==> src/rtl/nearest_centroid_if.sv <==
// nearest_centroid_if: point intake, result output and distance-unit link of the
// nearest-centroid block; slave is the block side, master is the surrounding datapath.
interface nearest_centroid_if #(
    parameter int IDX_W = 2
);
    logic             pt_valid;
    logic             pt_ready;
    logic [7:0]       pt_x;
    logic [7:0]       pt_y;
    logic [7:0]       d_x0;
    logic [7:0]       d_x1;
    logic [7:0]       d_y0;
    logic [7:0]       d_y1;
    logic [15:0]      d_sq;
    logic             res_valid;
    logic             res_ready;
    logic [IDX_W-1:0] res_idx;
    logic [15:0]      res_dist;
    modport master (
        output pt_valid, pt_x, pt_y, res_ready, d_sq,
        input  pt_ready, d_x0, d_x1, d_y0, d_y1, res_valid, res_idx, res_dist
    );
    modport slave (
        input  pt_valid, pt_x, pt_y, res_ready, d_sq,
        output pt_ready, d_x0, d_x1, d_y0, d_y1, res_valid, res_idx, res_dist
    );
endinterface

==> src/rtl/nearest_centroid.sv <==
// nearest_centroid: streams one point against every active centroid through an external
// pipelined distance unit and reports the index and distance of the closest one.
module nearest_centroid #(
    parameter int K     = 4,
    parameter int IDX_W = 2,
    parameter int LAT   = 3
) (
    input  logic              clk,
    input  logic              rst,
    input  logic              i_cent_we,
    input  logic [IDX_W-1:0]  i_cent_addr,
    input  logic [7:0]        i_cent_x,
    input  logic [7:0]        i_cent_y,
    input  logic [IDX_W:0]    i_num_cent,
    nearest_centroid_if.slave bus
);
    typedef enum logic [1:0] {IDLE, ISSUE, DRAIN, HOLD} state_t;
    localparam logic [IDX_W:0]   ONE   = (IDX_W+1)'(1);
    localparam logic [IDX_W:0]   KN    = (IDX_W+1)'(K);
    localparam logic [IDX_W-1:0] ONE_I = IDX_W'(1);
    state_t           r_state;
    logic [7:0]       r_cx [K];
    logic [7:0]       r_cy [K];
    logic [7:0]       r_px, r_py;
    logic [IDX_W:0]   r_n;
    logic [IDX_W-1:0] r_i;
    logic [LAT-1:0]   r_tag_v;
    logic [IDX_W-1:0] r_tag_idx [LAT];
    logic             r_first;
    logic [15:0]      r_min_dist;
    logic [IDX_W-1:0] r_min_idx;
    logic             r_res_valid;
    logic [IDX_W-1:0] r_res_idx;
    logic [15:0]      r_res_dist;
    logic             w_issue, w_last_issue, w_ret, w_ret_last, w_better;
    logic [IDX_W-1:0] w_ret_idx, w_min_idx;
    logic [15:0]      w_min_dist;
    logic [IDX_W:0]   w_n;
    always_comb begin
        w_n          = (i_num_cent == '0) ? ONE : (i_num_cent > KN) ? KN : i_num_cent;
        w_issue      = r_state == ISSUE;
        w_last_issue = w_issue && ({1'b0, r_i} == r_n - ONE);
        w_ret        = r_tag_v[LAT-1];
        w_ret_idx    = r_tag_idx[LAT-1];
        w_ret_last   = w_ret && ({1'b0, w_ret_idx} == r_n - ONE);
        // strict compare keeps the lower index on ties
        w_better     = r_first || (bus.d_sq < r_min_dist);
        w_min_dist   = w_better ? bus.d_sq : r_min_dist;
        w_min_idx    = w_better ? w_ret_idx : r_min_idx;
    end
    assign bus.pt_ready  = r_state == IDLE;
    assign bus.d_x0      = r_px;
    assign bus.d_y0      = r_py;
    assign bus.d_x1      = w_issue ? r_cx[r_i] : 8'd0;
    assign bus.d_y1      = w_issue ? r_cy[r_i] : 8'd0;
    assign bus.res_valid = r_res_valid;
    assign bus.res_idx   = r_res_idx;
    assign bus.res_dist  = r_res_dist;
    always_ff @(posedge clk) begin
        if (rst) begin
            r_state     <= IDLE;
            r_cx        <= '{default: '0};
            r_cy        <= '{default: '0};
            r_px        <= '0;
            r_py        <= '0;
            r_n         <= ONE;
            r_i         <= '0;
            r_tag_v     <= '0;
            r_tag_idx   <= '{default: '0};
            r_first     <= 1'b0;
            r_min_dist  <= '0;
            r_min_idx   <= '0;
            r_res_valid <= 1'b0;
            r_res_idx   <= '0;
            r_res_dist  <= '0;
        end else begin
            r_tag_v      <= {r_tag_v[LAT-2:0], w_issue};
            r_tag_idx[0] <= r_i;
            for (int j = 1; j < LAT; j++) r_tag_idx[j] <= r_tag_idx[j-1];
            if (w_ret) begin
                r_first    <= 1'b0;
                r_min_dist <= w_min_dist;
                r_min_idx  <= w_min_idx;
            end
            case (r_state)
                IDLE: begin
                    if (i_cent_we) begin
                        r_cx[i_cent_addr] <= i_cent_x;
                        r_cy[i_cent_addr] <= i_cent_y;
                    end
                    if (bus.pt_valid) begin
                        r_px    <= bus.pt_x;
                        r_py    <= bus.pt_y;
                        r_n     <= w_n;
                        r_i     <= '0;
                        r_first <= 1'b1;
                        r_state <= ISSUE;
                    end
                end
                ISSUE: begin
                    r_i <= r_i + ONE_I;
                    if (w_last_issue) r_state <= DRAIN;
                end
                DRAIN: begin
                    if (w_ret_last) begin
                        r_res_valid <= 1'b1;
                        r_res_idx   <= w_min_idx;
                        r_res_dist  <= w_min_dist;
                        r_state     <= HOLD;
                    end
                end
                HOLD: begin
                    if (bus.res_ready) begin
                        r_res_valid <= 1'b0;
                        r_state     <= IDLE;
                    end
                end
                default: r_state <= IDLE;
            endcase
        end
    end
endmodule

==> src/flat_wrapper.sv <==
// flat-port wrapper written by rule: the top's interface ports become plain ports
module nearest_centroid_flat 
#(
    parameter int K     = 4,
    parameter int IDX_W = 2,
    parameter int LAT   = 3
)
  (clk, rst, i_cent_we, i_cent_addr, i_cent_x, i_cent_y, i_num_cent, bus_pt_valid, bus_pt_x, bus_pt_y, bus_res_ready, bus_d_sq, bus_pt_ready, bus_d_x0, bus_d_x1, bus_d_y0, bus_d_y1, bus_res_valid, bus_res_idx, bus_res_dist);
  nearest_centroid_if #(.IDX_W(IDX_W)) bus_i ();
  input  logic clk;
  input  logic rst;
  input  logic i_cent_we;
  input  logic [IDX_W-1:0] i_cent_addr;
  input  logic [7:0] i_cent_x;
  input  logic [7:0] i_cent_y;
  input  logic [IDX_W:0] i_num_cent;
  input wire logic [$bits(bus_i.pt_valid)-1:0] bus_pt_valid;
  input wire logic [$bits(bus_i.pt_x)-1:0] bus_pt_x;
  input wire logic [$bits(bus_i.pt_y)-1:0] bus_pt_y;
  input wire logic [$bits(bus_i.res_ready)-1:0] bus_res_ready;
  input wire logic [$bits(bus_i.d_sq)-1:0] bus_d_sq;
  output wire logic [$bits(bus_i.pt_ready)-1:0] bus_pt_ready;
  output wire logic [$bits(bus_i.d_x0)-1:0] bus_d_x0;
  output wire logic [$bits(bus_i.d_x1)-1:0] bus_d_x1;
  output wire logic [$bits(bus_i.d_y0)-1:0] bus_d_y0;
  output wire logic [$bits(bus_i.d_y1)-1:0] bus_d_y1;
  output wire logic [$bits(bus_i.res_valid)-1:0] bus_res_valid;
  output wire logic [$bits(bus_i.res_idx)-1:0] bus_res_idx;
  output wire logic [$bits(bus_i.res_dist)-1:0] bus_res_dist;
  assign bus_i.pt_valid = bus_pt_valid;
  assign bus_i.pt_x = bus_pt_x;
  assign bus_i.pt_y = bus_pt_y;
  assign bus_i.res_ready = bus_res_ready;
  assign bus_i.d_sq = bus_d_sq;
  assign bus_pt_ready = bus_i.pt_ready;
  assign bus_d_x0 = bus_i.d_x0;
  assign bus_d_x1 = bus_i.d_x1;
  assign bus_d_y0 = bus_i.d_y0;
  assign bus_d_y1 = bus_i.d_y1;
  assign bus_res_valid = bus_i.res_valid;
  assign bus_res_idx = bus_i.res_idx;
  assign bus_res_dist = bus_i.res_dist;
  nearest_centroid #(.K(K), .IDX_W(IDX_W), .LAT(LAT)) u_core (.clk(clk), .rst(rst), .i_cent_we(i_cent_we), .i_cent_addr(i_cent_addr), .i_cent_x(i_cent_x), .i_cent_y(i_cent_y), .i_num_cent(i_num_cent), .bus(bus_i));
endmodule
==> config.mk <==
export PLATFORM = sky130hd
export DESIGN_NAME = nearest_centroid_flat
export DESIGN_NICKNAME = d
export VERILOG_FILES = /design/src/rtl/nearest_centroid_if.sv /design/src/rtl/nearest_centroid.sv /design/src/flat_wrapper.sv
export SDC_FILE = /design/constraint.sdc
export NUM_CORES = 1
export LEC_CHECK = 0
export ABC_CLOCK_PERIOD_IN_PS = 2200
export CAP_MARGIN = 5
export CELL_PAD_IN_SITES_DETAIL_PLACEMENT = 0
export CELL_PAD_IN_SITES_GLOBAL_PLACEMENT = 1
export CORE_MARGIN = 2
export CORE_UTILIZATION = 35
export DETAILED_ROUTE_END_ITERATION = 6
export PLACE_DENSITY = 0.83
export SLEW_MARGIN = 0
export SYNTH_ARGS = -nofsm -noshare
export SYNTH_HDL_FRONTEND = slang
export SYNTH_SLANG_ARGS = --single-unit
==> constraint.sdc <==
create_clock -name clk -period 2.2 [get_ports clk]
set_input_delay 0.22 -clock clk [delete_from_list [all_inputs] [get_ports clk]]
set_output_delay 0.22 -clock clk [all_outputs]
set_load 0.01 [all_outputs]
Run 1, metal 4:
Bar = 50 um. Supply wires on this layer in gray.
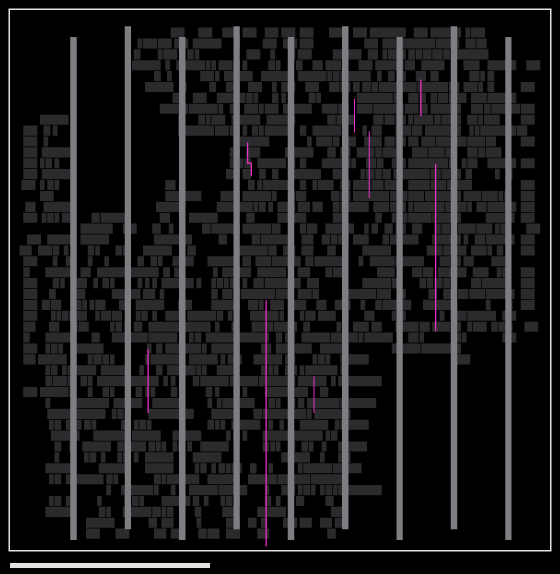
main direction: vertical
wire length on this layer: 170 um
share of all routed wire: 0.99%

Run 1, cell classes on the final placement:
Bar = 50 um. Fill, decap, tap and diode cells in gray.
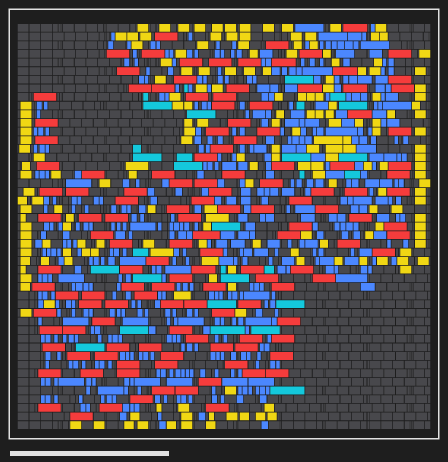
legend:
  all other logic:
    color: blue
    cells: 520
  clock drivers and dummy loads:
    color: cyan
    cells: 30
  other buffers and delay cells:
    color: yellow
    cells: 191
  flops:
    color: red
    cells: 134

Run 1, signal wires on met1:
Supply wires on this layer in gray.
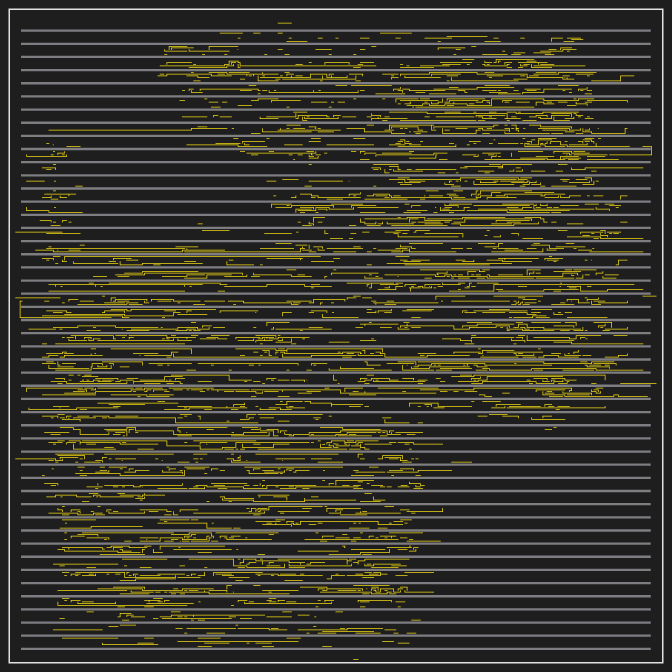
nets with wire on the layer: 855
wire length on this layer: 7,660 um

Run 1, track usage over the die:
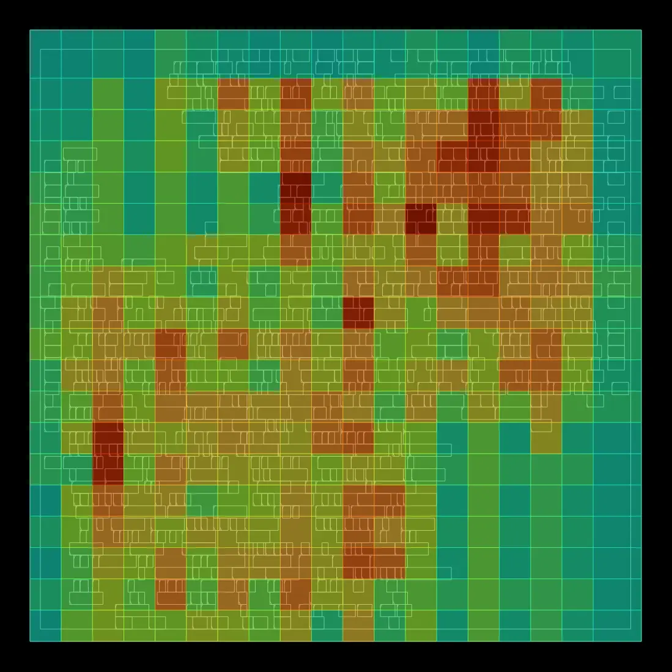
met3 Use GR: 4.58%
WL/cell: 15.7 um
total routing usage reported by global routing: 18.9%
grt met2 use: 30.7%

run 1: registers in the layout (all words and copies together) (netlist names), 2 cells and up:
name / cells
u_core.r_cx: 32
u_core.r_cy: 32
u_core.bus.res_dist: 16
u_core.r_min_dist: 16
u_core.bus.d_x0: 8
u_core.bus.d_y0: 8
u_core.r_tag_idx: 4
u_core.r_n: 3
u_core.r_tag_v: 3
u_core.bus.res_idx: 2
u_core.r_i: 2
u_core.r_min_idx: 2
u_core.r_state: 2
u_core.w_ret_idx: 2
run 1: cell type report:
class | instances | area, um2 | share of cell area [%]
clock buffer | 22 | 484 | 5.65
inverter | 25 | 93.8 | 1.09
tap | 220 | 275 | 3.21
timing repair buffer | 191 | 1780 | 20.7
multi-input combinational | 495 | 3150 | 36.7
sequential | 134 | 2700 | 31.4
clock inverter | 8 | 98.8 | 1.15
==> impl_summary.log <==
[flow] summary of implementation run
INFO  metric reg2reg_from = u_core.r_min_dist[11]
INFO  metric initial_core_util = 36.0%
INFO  metric comb_cell_power = 1680 uW
INFO  metric hold_path.class = primary input to register
INFO  metric worst-r2r-setup-slack = -110 ps
INFO  metric clock_net_power = 2790 uW
INFO  metric global_route_met1_utilization = 24.7%
INFO  metric h-tree-depth = 4
INFO  metric worst_hold_startpoint = rst
INFO  metric violations_in_the_final_reports = setup timing
INFO  metric maximum_resistive_drop_on_vdd = 0.000616 V
INFO  metric setup_ws = -107 ps
INFO  metric dpl.hpwl = 10.9 mm
INFO  metric numClockSinks = 134
INFO  metric layout_top_cells_excl_fill_tap = 172 x nand2_1, 128 x a21oi_1, 125 x dfxtp_1
INFO  metric die_x = 135 um
INFO  metric final.period_utilization = 105%
INFO  metric most_numerous_cell_in_the_yosys_netlist = nand2_1
INFO  metric max_clock_freq = 0.433 GHz
INFO  metric finalWorstPathRequiredPeriod = 2310 ps
INFO  metric power_top_consumer = the clock network
INFO  metric dr_wl_met3 = 982 um
INFO  metric met2_length = 8.40 mm
INFO  metric netSwitchingPower = 2050 uW
INFO  metric fillerInstances = 1,556
INFO  metric critPathMaxStageDelay = 560 ps
INFO  metric worst-slew-pin-transition = 643 ps
INFO  metric cp-start-kind = register
INFO  metric p_int = 5140 uW
INFO  metric synth-adder-area-share = 4.18%
INFO  metric number_of_search_and_repair_iterations_in_the_first_detailed_routing_pass = 5
INFO  metric muxShareOfSynthArea = 6.37%
INFO  metric crit_slowest_cell = or4_4
INFO  metric yosys-dominant-comb-family = simple AND/OR/NAND/NOR gates
INFO  metric tritoncts = done
INFO  metric hold-worst-slack = 205 ps
INFO  metric synth.cells.most_frequent = 172 x nand2_1, 134 x dfxtp_1, 128 x a21oi_1
INFO  metric routedLengthMet1 = 7.66 mm
INFO  metric finalSetupViolCount = 36
INFO  metric aoi_share = 19.4%
INFO  metric cp_top_family = simple AND/OR/NAND/NOR gates
INFO  metric maxCapViolCount = 0
INFO  metric cp_data_required_time = 2500 ps
INFO  metric final_design_area_no_fill = 0.00857 mm2
INFO  metric run_status = finished, violations left
INFO  metric weighted_congestion_at_the_end_of_routability_driven_global_placement = 0.797
INFO  metric drcViolationCount = 0
INFO  metric cts_hold_repair.buffers = 0
INFO  metric yosysCellCount = 699
Power is estimated from default activity; no workload was simulated.
